## src/rtl/nbj_fetch_sequencer_if.sv

```systemverilog
// -----------------------------------------------------------------------------
// nbj_fetch_sequencer_if
//   Bundles the aligner, NBJ, decode and backend-redirect signals around the
//   fetch sequencer.
//
//   Handshake: a fetch group transfers in a cycle where i_groupValid and
//   i_decodeReady are both 1 and the sequencer raises o_groupAccept in the
//   same cycle. The aligner holds the group stable until it is accepted.
//   i_redirectValid is a single-cycle command with no back-pressure.
//
//   Modports:
//     master - environment side (aligner / NBJ / decode / backend)
//     slave  - sequencer side
//   dbg_state exposes the sequencer FSM state (0 RUN, 1 WAIT_PRED, 2 FLUSH).
// -----------------------------------------------------------------------------
interface nbj_fetch_sequencer_if #(
    parameter int RAS_DEPTH = 8
);
    localparam int DW = $clog2(RAS_DEPTH) + 1;

    logic          i_groupValid;
    logic [4:0]    i_validSize_5;
    logic          i_hasJump;
    logic [2:0]    i_jumpType_3;
    logic [31:0]   i_predPc_32;
    logic          i_decodeReady;
    logic          i_redirectValid;
    logic [31:0]   i_redirectPc_32;
    logic          o_groupAccept;
    logic          o_fire;
    logic [31:0]   o_fetchPc_32;
    logic          o_flush;
    logic [1:0]    o_pcSource_2;
    logic [DW-1:0] o_rasDepth_4;
    logic          o_rasOverflow;
    logic [1:0]    dbg_state;

    modport master (
        output i_groupValid, i_validSize_5, i_hasJump, i_jumpType_3,
               i_predPc_32, i_decodeReady, i_redirectValid, i_redirectPc_32,
        input  o_groupAccept, o_fire, o_fetchPc_32, o_flush, o_pcSource_2,
               o_rasDepth_4, o_rasOverflow, dbg_state
    );

    modport slave (
        input  i_groupValid, i_validSize_5, i_hasJump, i_jumpType_3,
               i_predPc_32, i_decodeReady, i_redirectValid, i_redirectPc_32,
        output o_groupAccept, o_fire, o_fetchPc_32, o_flush, o_pcSource_2,
               o_rasDepth_4, o_rasOverflow, dbg_state
    );
endinterface

```

## src/rtl/nbj_fetch_sequencer.sv

```systemverilog
// -----------------------------------------------------------------------------
// nbj_fetch_sequencer
//   Front-end fetch loop sequencer. Jump-free groups advance the fetch PC by
//   the group size; groups containing a jump fire a one-cycle strobe to the
//   NBJ logic and take its predicted PC on the following cycle. Backend
//   redirects override everything and open a flush window of FLUSH_CYCLES.
//   A shadow return-address-stack occupancy counter makes call overflow
//   visible through a sticky flag.
//
//   Ports:
//     clk  - clock, all state on rising edge
//     rst  - synchronous active-high reset
//     bus  - nbj_fetch_sequencer_if.slave (group, NBJ, decode, redirect I/O)
// -----------------------------------------------------------------------------
module nbj_fetch_sequencer #(
    parameter int          RAS_DEPTH    = 8,
    parameter int          FLUSH_CYCLES = 2,
    parameter logic [31:0] RESET_PC     = 32'h0000_0000
) (
    input  logic                    clk,
    input  logic                    rst,
    nbj_fetch_sequencer_if.slave    bus
);
    localparam int DW = $clog2(RAS_DEPTH) + 1;
    // Counter only ever holds FLUSH_CYCLES-1.
    localparam int CW = (FLUSH_CYCLES > 1) ? $clog2(FLUSH_CYCLES) : 1;

    localparam logic [2:0] JT_CALL = 3'd4;
    localparam logic [2:0] JT_RET  = 3'd5;

    localparam logic [1:0] SRC_SEQ   = 2'd0;
    localparam logic [1:0] SRC_PRED  = 2'd1;
    localparam logic [1:0] SRC_REDIR = 2'd2;
    localparam logic [1:0] SRC_RESET = 2'd3;

    typedef enum logic [1:0] {
        ST_RUN       = 2'd0,
        ST_WAIT_PRED = 2'd1,
        ST_FLUSH     = 2'd2
    } state_e;

    state_e        state_q, state_d;
    logic [31:0]   pc_q, pc_d;
    logic [1:0]    src_q, src_d;
    logic          fire_q, fire_d;
    logic          flush_q, flush_d;
    logic [CW-1:0] cnt_q, cnt_d;
    logic [DW-1:0] depth_q, depth_d;
    logic          ovf_q, ovf_d;
    logic [2:0]    jtype_q, jtype_d;
    logic          accept;

    assign accept = (state_q == ST_RUN) & bus.i_groupValid & bus.i_decodeReady
                    & ~bus.i_redirectValid & ~rst;

    always_comb begin
        state_d = state_q;
        pc_d    = pc_q;
        src_d   = src_q;
        fire_d  = fire_q;
        flush_d = flush_q;
        cnt_d   = cnt_q;
        depth_d = depth_q;
        ovf_d   = ovf_q;
        jtype_d = jtype_q;

        // RAS shadow update happens in the fire cycle, independent of any
        // redirect arriving in that same cycle.
        if (fire_q) begin
            if (jtype_q == JT_CALL) begin
                if (depth_q == DW'(RAS_DEPTH)) ovf_d   = 1'b1;
                else                           depth_d = depth_q + 1'b1;
            end else if (jtype_q == JT_RET) begin
                if (depth_q != '0) depth_d = depth_q - 1'b1;
            end
        end

        if (bus.i_redirectValid) begin
            pc_d    = bus.i_redirectPc_32;
            src_d   = SRC_REDIR;
            flush_d = 1'b1;
            cnt_d   = CW'(FLUSH_CYCLES - 1);
            fire_d  = 1'b0;
            state_d = ST_FLUSH;
        end else begin
            case (state_q)
                ST_RUN: begin
                    if (accept) begin
                        if (bus.i_hasJump) begin
                            jtype_d = bus.i_jumpType_3;
                            fire_d  = 1'b1;
                            state_d = ST_WAIT_PRED;
                        end else begin
                            pc_d  = pc_q + {27'd0, bus.i_validSize_5};
                            src_d = SRC_SEQ;
                        end
                    end
                end
                ST_WAIT_PRED: begin
                    pc_d    = bus.i_predPc_32;
                    src_d   = SRC_PRED;
                    fire_d  = 1'b0;
                    state_d = ST_RUN;
                end
                ST_FLUSH: begin
                    if (cnt_q == '0) begin
                        flush_d = 1'b0;
                        state_d = ST_RUN;
                    end else begin
                        cnt_d = cnt_q - 1'b1;
                    end
                end
                default: state_d = ST_RUN;
            endcase
        end
    end

    always_ff @(posedge clk) begin
        if (rst) begin
            state_q <= ST_RUN;
            pc_q    <= RESET_PC;
            src_q   <= SRC_RESET;
            fire_q  <= 1'b0;
            flush_q <= 1'b0;
            cnt_q   <= '0;
            depth_q <= '0;
            ovf_q   <= 1'b0;
            jtype_q <= 3'd0;
        end else begin
            state_q <= state_d;
            pc_q    <= pc_d;
            src_q   <= src_d;
            fire_q  <= fire_d;
            flush_q <= flush_d;
            cnt_q   <= cnt_d;
            depth_q <= depth_d;
            ovf_q   <= ovf_d;
            jtype_q <= jtype_d;
        end
    end

    assign bus.o_groupAccept = accept;
    assign bus.o_fire        = fire_q;
    assign bus.o_fetchPc_32  = pc_q;
    assign bus.o_flush       = flush_q;
    assign bus.o_pcSource_2  = src_q;
    assign bus.o_rasDepth_4  = depth_q;
    assign bus.o_rasOverflow = ovf_q;
    assign bus.dbg_state     = state_q;
endmodule

```

## src/flat_wrapper.sv

```systemverilog
// flat-port wrapper written by rule: the top's interface ports become plain ports
module nbj_fetch_sequencer_flat 
#(
    parameter int          RAS_DEPTH    = 8,
    parameter int          FLUSH_CYCLES = 2,
    parameter logic [31:0] RESET_PC     = 32'h0000_0000
)
  (clk, rst, bus_i_groupValid, bus_i_validSize_5, bus_i_hasJump, bus_i_jumpType_3, bus_i_predPc_32, bus_i_decodeReady, bus_i_redirectValid, bus_i_redirectPc_32, bus_o_groupAccept, bus_o_fire, bus_o_fetchPc_32, bus_o_flush, bus_o_pcSource_2, bus_o_rasDepth_4, bus_o_rasOverflow, bus_dbg_state);
  nbj_fetch_sequencer_if #(.RAS_DEPTH(RAS_DEPTH)) bus_i ();
  input  logic clk;
  input  logic rst;
  input wire logic [$bits(bus_i.i_groupValid)-1:0] bus_i_groupValid;
  input wire logic [$bits(bus_i.i_validSize_5)-1:0] bus_i_validSize_5;
  input wire logic [$bits(bus_i.i_hasJump)-1:0] bus_i_hasJump;
  input wire logic [$bits(bus_i.i_jumpType_3)-1:0] bus_i_jumpType_3;
  input wire logic [$bits(bus_i.i_predPc_32)-1:0] bus_i_predPc_32;
  input wire logic [$bits(bus_i.i_decodeReady)-1:0] bus_i_decodeReady;
  input wire logic [$bits(bus_i.i_redirectValid)-1:0] bus_i_redirectValid;
  input wire logic [$bits(bus_i.i_redirectPc_32)-1:0] bus_i_redirectPc_32;
  output wire logic [$bits(bus_i.o_groupAccept)-1:0] bus_o_groupAccept;
  output wire logic [$bits(bus_i.o_fire)-1:0] bus_o_fire;
  output wire logic [$bits(bus_i.o_fetchPc_32)-1:0] bus_o_fetchPc_32;
  output wire logic [$bits(bus_i.o_flush)-1:0] bus_o_flush;
  output wire logic [$bits(bus_i.o_pcSource_2)-1:0] bus_o_pcSource_2;
  output wire logic [$bits(bus_i.o_rasDepth_4)-1:0] bus_o_rasDepth_4;
  output wire logic [$bits(bus_i.o_rasOverflow)-1:0] bus_o_rasOverflow;
  output wire logic [$bits(bus_i.dbg_state)-1:0] bus_dbg_state;
  assign bus_i.i_groupValid = bus_i_groupValid;
  assign bus_i.i_validSize_5 = bus_i_validSize_5;
  assign bus_i.i_hasJump = bus_i_hasJump;
  assign bus_i.i_jumpType_3 = bus_i_jumpType_3;
  assign bus_i.i_predPc_32 = bus_i_predPc_32;
  assign bus_i.i_decodeReady = bus_i_decodeReady;
  assign bus_i.i_redirectValid = bus_i_redirectValid;
  assign bus_i.i_redirectPc_32 = bus_i_redirectPc_32;
  assign bus_o_groupAccept = bus_i.o_groupAccept;
  assign bus_o_fire = bus_i.o_fire;
  assign bus_o_fetchPc_32 = bus_i.o_fetchPc_32;
  assign bus_o_flush = bus_i.o_flush;
  assign bus_o_pcSource_2 = bus_i.o_pcSource_2;
  assign bus_o_rasDepth_4 = bus_i.o_rasDepth_4;
  assign bus_o_rasOverflow = bus_i.o_rasOverflow;
  assign bus_dbg_state = bus_i.dbg_state;
  nbj_fetch_sequencer #(.RAS_DEPTH(RAS_DEPTH), .FLUSH_CYCLES(FLUSH_CYCLES), .RESET_PC(RESET_PC)) u_core (.clk(clk), .rst(rst), .bus(bus_i));
endmodule
```

## config.mk

```make
export PLATFORM = sky130hd
export DESIGN_NAME = nbj_fetch_sequencer_flat
export DESIGN_NICKNAME = d
export VERILOG_FILES = /design/src/rtl/nbj_fetch_sequencer_if.sv /design/src/rtl/nbj_fetch_sequencer.sv /design/src/flat_wrapper.sv
export SDC_FILE = /design/constraint.sdc
export NUM_CORES = 1
export LEC_CHECK = 0
export ABC_AREA = 1
export CORE_MARGIN = 3
export CORE_UTILIZATION = 47
export DETAILED_ROUTE_END_ITERATION = 7
export HOLD_SLACK_MARGIN = 0.15
export PLACE_DENSITY = 0.88
export SLEW_MARGIN = 20
export SYNTH_ARGS = -nofsm -noshare
export SYNTH_HDL_FRONTEND = slang
export SYNTH_SLANG_ARGS = --single-unit
```

## constraint.sdc

```tcl
create_clock -name clk -period 2 [get_ports clk]
set_input_delay 0.4 -clock clk [delete_from_list [all_inputs] [get_ports clk]]
set_output_delay 0.4 -clock clk [all_outputs]
set_load 0.02 [all_outputs]
```

==> flow_summary.ini <==
; flow metrics
[setup_path]
cp-start-kind = flop
slowest_delay_ns = 0.67
path_buffers = 1
cp-end-kind = output pin
required_ns = 1.60
cp_top_family = buffers and inverters
crit_arrival_ns = 1.51
path_max_fanout = 7

[timing]
fmax_ghz = 0.524
finalHoldViolations = 0
setup_tns_ns = 0
setup_ws_ns = 0.0932
fin_hold_ws_ns = 0.475
period_needed_ns = 1.91
drv_slew = 0

[finish]
area_delta_synth_final_pct = 49.1
final_nets = 823
final_area_mm2 = 0.00537

[detailed_routing]
ant_nets = 0
drt_iter0_drc = 346

[power]
p_leak_nw = 2.21
irDropWorstVdd_mv = 0.405

[place]
pre_cts_ws_ns = -0.520
dp.cells = 826
port_buffers = 121
dp_hpwl_mm = 9.27
place_area_mm2 = 0.00508

[grt]
overflow = 0
grt_max_degree = 35
grt_pass1_vias = 4284

[synth]
ys_warn_count = 0
compound_area_share_pct = 18.5
syn_inst = 597
xor_share_pct = 1.46
ys_cells = 597
synth_area_mm2 = 0.00360
logic_family = simple AND/OR/NAND/NOR gates

[clock_network]
cts_hold_buf = 0
clk_transition_reported_paths_ns = 0.10
clock_sinks = 47
cts_buffer_depth = 2

[die]
fp.dieH_um = 93.5
initial_core_util_pct = 49.1
boundaryPins = 122
dieArea_mm2 = 0.00875

[job]
drv_cap = 0
warnings = 27

[outcome]
status = finished clean
layout by cell type, fill, tap and decap left out, drive strengths merged, types with 12 or more instances in the layout:
master | synthesis | final
nand2 | 189 | 189
clkdlybuf4s50 | 0 | 115
nor2 | 96 | 96
a21oi | 70 | 70
inv | 55 | 55
dfxtp | 47 | 47
nand3 | 35 | 35
buf | 7 | 31
o21ai | 30 | 30
nand4 | 12 | 12
report_power, final:
part	switching [mW]	internal (mW)	total [mW]
clock	0.337	0.367	0.704
sequential	0.0861	0.990	1.08
combinational	0.418	0.441	0.860
total	0.841	1.80	2.64
path summary, 6_finish.rpt:
check / startpoint / endpoint / slack, ns / cells past startpoint
worst max-delay path: u_core.bus.o_fetchPc_32[10] / bus_o_fetchPc_32[10] / 0.09 / 1
worst min-delay path: u_core.bus.o_pcSource_2[0] / u_core.bus.o_pcSource_2[0] / 0.47 / 2
worst max register to register: u_core.bus.o_fetchPc_32[0] / u_core.bus.o_fetchPc_32[2] / 0.10 / 7
worst min register to register: u_core.bus.o_pcSource_2[0] / u_core.bus.o_pcSource_2[0] / 0.47 / 2
per-layer routing:
| layer | wire, um | GRT usage (%) | share of wire, % | vias up |
|---|---|---|---|---|
| met2 | 6080 | 48.1 | 48 | 210 |
| met5 | 0 | 0 | 0 | - |
| met3 | 1090 | 5.63 | 8.6 | 38 |
| li1 | - | - | - | 2215 |
| met1 | 5070 | 35.1 | 40 | 2095 |
| met4 | 335 | 8.78 | 2.7 | 0 |
synth_stat cells, drive strengths merged:
cell / number / share of area, %
a22oi: 1 / 0.21
inv: 55 / 6.0
a31oi: 2 / 0.35
a21oi: 70 / 11
a21o: 1 / 0.21
o221ai: 1 / 0.24
or2: 1 / 0.17
clkinv: 1 / 0.14
a221oi: 1 / 0.24
and3: 1 / 0.17
clkbuf: 13 / 1.4
nand3b: 1 / 0.21
nand2: 189 / 20
ha: 7 / 2.4
nor3: 5 / 0.69
buf: 7 / 2.1
fa: 2 / 1.1
nor2: 96 / 12
xnor2: 5 / 1.2
nand4: 12 / 2.1
o21ai: 30 / 4.2
dfxtp: 47 / 26
a211oi: 2 / 0.42
and2: 2 / 0.35
nand3: 35 / 5.0
o21bai: 1 / 0.21
o22ai: 7 / 1.2
a22o: 1 / 0.24
xor2: 1 / 0.24
layout make-up:
class	count	area (um2)	area share, %
Sequential cell	47	941	17.5
Timing Repair Buffer	152	1510	28.1
Clock inverter	1	30.0	0.559
Inverter	56	221	4.12
Tap cell	99	124	2.31
Multi-Input combinational cell	474	2470	46.0
Clock buffer	6	72.6	1.35
registers in the layout, summed over array words and instances, names as in the netlist:
| register | flops |
|---|---|
| u_core.bus.o_fetchPc_32 | 32 |
| u_core.bus.o_fire | 1 |
| u_core.bus.dbg_state | 2 |
| u_core.bus.o_rasDepth_4 | 4 |
| u_core.jtype_q | 3 |
| u_core.bus.o_rasOverflow | 1 |
| u_core.bus.o_flush | 1 |
| u_core.bus.o_pcSource_2 | 2 |
| u_core.cnt_q | 1 |
repair_timing:
item                       CTS  global route
pin swaps                    0            10
buffers inserted             0             2
gates resized                8            35
setup endpoints to repair   13            29
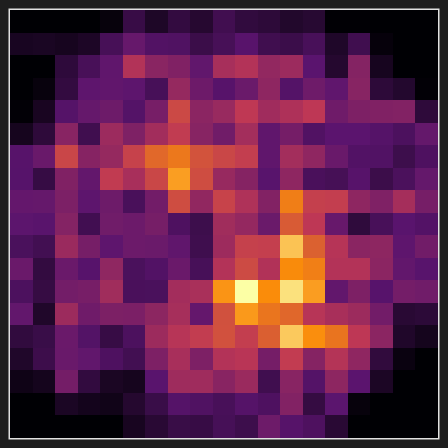
**Above:** wire density map.
19 x 19 tiles, from black (low) to pale yellow (high), scaled to the fullest tile. Values are wire area over tile area, all layers added.
- tiles over half the peak: 13%
- nearly empty tiles: 11%
- mean over tiles: 0.24
- fullest tile: 0.84
- densest ninth of the die: center
DR vias: 4558
WL/cell: 15.0 um
total wire length: 12.6 mm
Tot GR Track Use: 28.0%

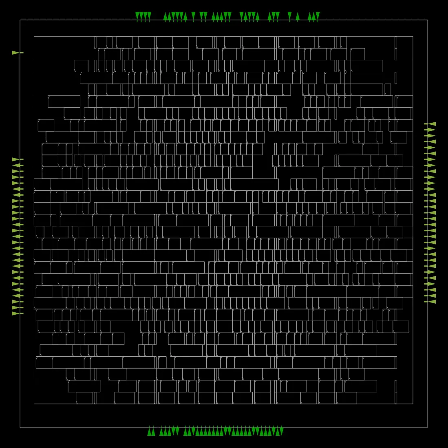
**Above:** placed standard cells.
core area: 0.00733 mm2
tally of non-filler cells in the final layout: 835

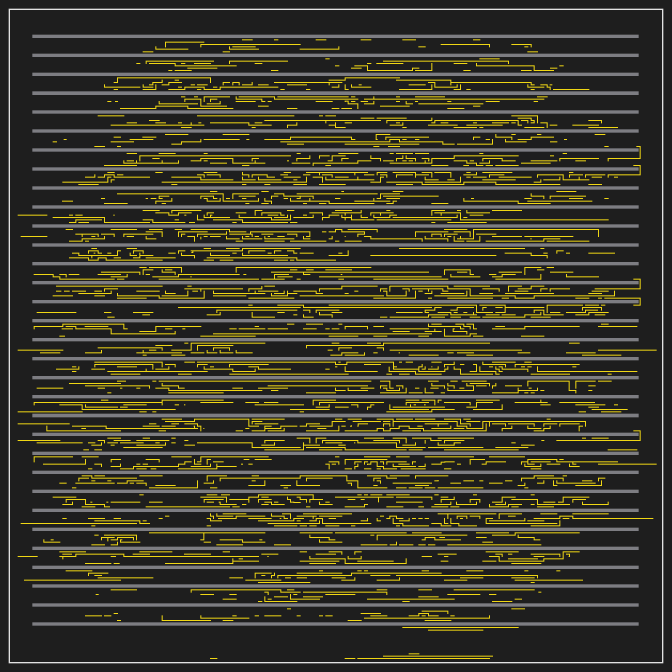
**Above:** the metal 1 layer.
Supply wires on this layer in gray.
- share of all routed wire: 40%
- wire length on this layer: 5070 um
- longest straight run: 31.3 um

